### M3 wires

(8 px per um)
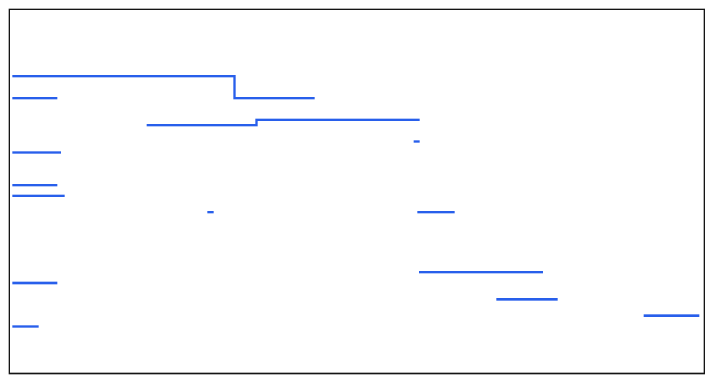
### Drive-strength map

(6 px per um)
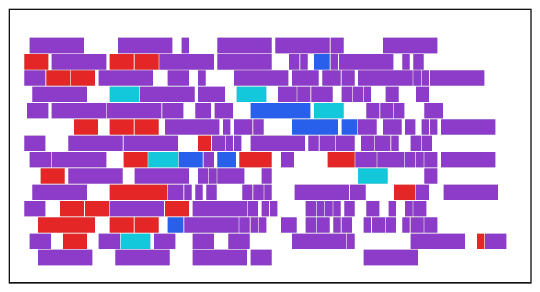
### Track usage over the die

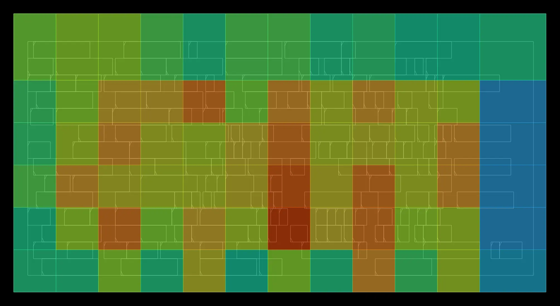
### Gate-type map

(6 px per um)
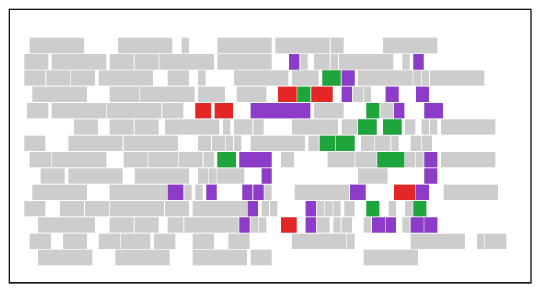
### src/rtl/uart_pkg.sv
`default_nettype none
// ============================================================================
//  Module      : uart_pkg
//  Description : Shared types and constants for the UART command receiver:
//                receiver FSM states, default bit period and the command
//                codes understood by the downstream consumer.
//  Revision    : 1.0 - initial release
// ============================================================================
package uart_pkg;

    // Receiver FSM states
    typedef enum logic [1:0] {
        IDLE  = 2'd0,
        START = 2'd1,
        DATA  = 2'd2,
        STOP  = 2'd3
    } uart_state_t;

    // 50 MHz system clock, 9600 baud
    localparam int unsigned c_CLKS_PER_BIT_DEFAULT = 5208;

    // Command nibbles acted upon by the consumer; the receiver does not filter
    localparam logic [3:0] LIMPAR   = 4'd1;
    localparam logic [3:0] CARREGAR = 4'd2;
    localparam logic [3:0] MOSTRAR  = 4'd4;

endpackage
`default_nettype wire

### src/rtl/sincroniza_rx.sv
`default_nettype none
// ============================================================================
//  Module      : sincroniza_rx
//  Description : Two-flop synchronizer for the asynchronous serial line.
//                Resets to 1 so a reset never looks like a start bit.
//  Revision    : 1.0 - initial release
// ============================================================================
module sincroniza_rx (
    input  logic clock,
    input  logic reset,
    input  logic i_rx,
    output logic o_rx_s
);

    logic [1:0] r_sync;

    // Shift the raw line through two flops to settle metastability
    always_ff @(posedge clock or posedge reset) begin
        if (reset) begin
            r_sync <= 2'b11;
        end else begin
            r_sync <= {r_sync[0], i_rx};
        end
    end

    assign o_rx_s = r_sync[1];

endmodule
`default_nettype wire

### src/rtl/uart_rx_cmd.sv
`default_nettype none
// ============================================================================
//  Module      : uart_rx_cmd
//  Description : 8N1 UART receiver that splits each good byte into a command
//                nibble (bits 7:4) and a data nibble (bits 3:0). Flags
//                framing errors and holds its outputs between good frames.
//  Revision    : 1.0 - initial release
// ============================================================================
module uart_rx_cmd
    import uart_pkg::*;
#(
    parameter int unsigned CLKS_PER_BIT = c_CLKS_PER_BIT_DEFAULT
) (
    input  logic       clock,
    input  logic       reset,
    input  logic       rx,
    output logic [3:0] instrucao,
    output logic [3:0] dado,
    output logic       valido,
    output logic       erro,
    output logic       ocupado
);

    localparam int unsigned     c_TW        = $clog2(CLKS_PER_BIT);
    localparam logic [c_TW-1:0] c_BIT_LAST  = c_TW'(CLKS_PER_BIT - 1);
    localparam logic [c_TW-1:0] c_HALF_LAST = c_TW'(CLKS_PER_BIT / 2 - 1);

    logic            w_rx_s;
    uart_state_t     r_state;
    logic [c_TW-1:0] r_timer;
    logic [2:0]      r_idx;
    logic [7:0]      r_shift;
    logic [3:0]      r_instrucao;
    logic [3:0]      r_dado;
    logic            r_valido;
    logic            r_erro;
    logic            r_ocupado;
    // Set by a framing error: the line must return high before a new start
    // is accepted, so a held break reports only one error.
    logic            r_brk;

    sincroniza_rx u_sincroniza_rx (
        .clock  (clock),
        .reset  (reset),
        .i_rx   (rx),
        .o_rx_s (w_rx_s)
    );

    // Receiver FSM: start detection, mid-bit sampling, stop check and outputs
    always_ff @(posedge clock or posedge reset) begin
        if (reset) begin
            r_state     <= IDLE;
            r_timer     <= '0;
            r_idx       <= '0;
            r_shift     <= '0;
            r_instrucao <= '0;
            r_dado      <= '0;
            r_valido    <= 1'b0;
            r_erro      <= 1'b0;
            r_ocupado   <= 1'b0;
            r_brk       <= 1'b0;
        end else begin
            r_valido <= 1'b0;
            r_erro   <= 1'b0;
            case (r_state)
                IDLE: begin
                    if (w_rx_s) begin
                        r_brk <= 1'b0;
                    end else if (!r_brk) begin
                        r_state   <= START;
                        r_timer   <= '0;
                        r_ocupado <= 1'b1;
                    end
                end
                START: begin
                    if (r_timer == c_HALF_LAST) begin
                        r_timer <= '0;
                        if (!w_rx_s) begin
                            r_state <= DATA;
                            r_idx   <= '0;
                        end else begin
                            // Glitch shorter than half a bit: drop silently
                            r_state   <= IDLE;
                            r_ocupado <= 1'b0;
                        end
                    end else begin
                        r_timer <= r_timer + 1'b1;
                    end
                end
                DATA: begin
                    if (r_timer == c_BIT_LAST) begin
                        r_timer <= '0;
                        r_shift <= {w_rx_s, r_shift[7:1]};
                        if (r_idx == 3'd7) begin
                            r_state <= STOP;
                            r_idx   <= '0;
                        end else begin
                            r_idx <= r_idx + 3'd1;
                        end
                    end else begin
                        r_timer <= r_timer + 1'b1;
                    end
                end
                STOP: begin
                    if (r_timer == c_BIT_LAST) begin
                        r_timer   <= '0;
                        r_state   <= IDLE;
                        r_ocupado <= 1'b0;
                        if (w_rx_s) begin
                            r_instrucao <= r_shift[7:4];
                            r_dado      <= r_shift[3:0];
                            r_valido    <= 1'b1;
                        end else begin
                            r_erro <= 1'b1;
                            r_brk  <= 1'b1;
                        end
                    end else begin
                        r_timer <= r_timer + 1'b1;
                    end
                end
                default: begin
                    r_state   <= IDLE;
                    r_timer   <= '0;
                    r_ocupado <= 1'b0;
                end
            endcase
        end
    end

    assign instrucao = r_instrucao;
    assign dado      = r_dado;
    assign valido    = r_valido;
    assign erro      = r_erro;
    assign ocupado   = r_ocupado;

endmodule
`default_nettype wire

### config.mk
export PLATFORM = sky130hd
export DESIGN_NAME = uart_rx_cmd
export DESIGN_NICKNAME = d
export VERILOG_FILES = /design/src/rtl/uart_pkg.sv /design/src/rtl/sincroniza_rx.sv /design/src/rtl/uart_rx_cmd.sv
export SDC_FILE = /design/constraint.sdc
export NUM_CORES = 1
export LEC_CHECK = 0
export CORE_ASPECT_RATIO = 0.5
export CORE_MARGIN = 2
export CORE_UTILIZATION = 55
export CTS_CLUSTER_DIAMETER = 60
export DETAILED_ROUTE_END_ITERATION = 7
export MAX_ROUTING_LAYER = met4
export PLACE_DENSITY = 0.76
export SLEW_MARGIN = 30
export SYNTH_ARGS = -nofsm -noshare
export SYNTH_HDL_FRONTEND = slang
export SYNTH_SLANG_ARGS = --single-unit
### constraint.sdc
create_clock -name clock -period 4.5 [get_ports clock]
set_clock_uncertainty 0.05 [all_clocks]
set_input_delay 0.675 -clock clock [delete_from_list [all_inputs] [get_ports clock]]
set_output_delay 0.675 -clock clock [all_outputs]
set_load 0.02 [all_outputs]
==> run_results.csv <==
group,metric,value,unit
route,antenna_left,0,
pwr,p_seq_share,58.3,%
cts,h-tree-depth,2,
finish,most-common-layout-cells,"38 x dfrtp_1, 19 x nand2_1, 16 x mux2_2",
placed_design,dp_cells,215,
die,core-area,0.003136,mm2
finish,layout-drive-gt1-share,19.67,%
worst_setup_path,crit_fanout,27,
logic_synthesis,yosys.area_share.aoi,12.77,%
pwr,maxPowerGroup,"registers",
route,met1_length,1670,um
logic_synthesis,synth_flops,40,
finish,num_antenna_cells,0,
logic_synthesis,top_area_cell,"dfrtp_1",
grt,gr-total-overflow,0,
worst_hold_path,min_to,"u_sincroniza_rx.r_sync[1]",
route,vias,1306,
outcome,status,"completed",
worst_setup_path,startpoint,"r_timer[0]",
pwr,pwr-share-clk,40.0,%
cts,cts_resized,0,
worst_setup_path,crit_end,"r_timer[11]",
grt,antenna_found_initial,0,
logic_synthesis,avgSynthCellArea,11.26,um2
logic_synthesis,ys_cells,167,
logic_synthesis,ys_area,0.001881,mm2
pwr,p_total,0.6203,mW
logic_synthesis,synthArstFlopShare,100.0,%
finish,nets,188,
cts,cts_buffers,5,
final_timing,period_minus_slack,2184,ps
route,routed_via_density,5.857,
die,rows,14,
logic_synthesis,topCellsByArea,"dfrtp_1 51%, mux2_2 9.6%, nand2_1 3.8%",
worst_setup_path,crit_family,"AND-OR/OR-AND gates",
pwr,ir_drop,0.0002032,V
logic_synthesis,ys_sh_xor,0.4657,%
die,ios,14,
final_timing,finalCritPeriodShare,48.52,%
die,die_area,0.003931,mm2
logic_synthesis,yosysWarnings,0,
die,fp.dieH,45.35,um
logic_synthesis,floorplan.nets,173,
worst_hold_path,hold_class,"reg2reg",
worst_setup_path,crit_path_end_kind,"register",
die,fp_util,59.98,%
final_timing,timing.final.hold_violations,0,
worst_setup_path,worstReg2RegEnd,"r_timer[11]",
final_timing,setup_tns,0,ps
Back to the opening pictures, 'M3 wires':
main direction	horizontal
nets with wire on the layer	11
longest straight run	27.6 um

Back to the opening pictures, 'Drive-strength map':
colour	size	cells	share
blue	_3 and _4 cells	7	3.8%
purple	_0 and _1 cells	147	80%
red	_2 cells	23	13%
cyan	_6 and larger	6	3.3%

Back to the opening pictures, 'Track usage over the die':
gr busiest metal: met2
routing usage on met3: 6.033%
GRT Total Usage: 20.42%
routed len/inst: 15.41 um

Back to the opening pictures, 'Gate-type map':
colour	family	cells
green	AND and OR gates	11
red	AND-OR and OR-AND gates	6
purple	inverting AOI/OAI gates	27

-- area by class of cell --
| type | count | area (um2) |
|---|---|---|
| Multi-Input combinational cell | 116 | 832.0 |
| Fill cell | 232 | 996.0 |
| Tap cell | 40 | 50.05 |
| Inverter | 5 | 18.77 |
| Clock inverter | 2 | 15.01 |
| Timing Repair Buffer | 14 | 137.6 |
| Clock buffer | 6 | 82.58 |
| Sequential cell | 40 | 1003 |
-- state kept, by name, summed over array words and instances, names as in the netlist, named ones only --
name / count
r_state: 1
r_brk: 1
instrucao: 4
r_idx: 3
r_shift: 8
dado: 4
u_sincroniza_rx.r_sync: 2
valido: 1
r_timer: 13
ocupado: 1
erro: 1
Power is estimated from default activity; no workload was simulated.
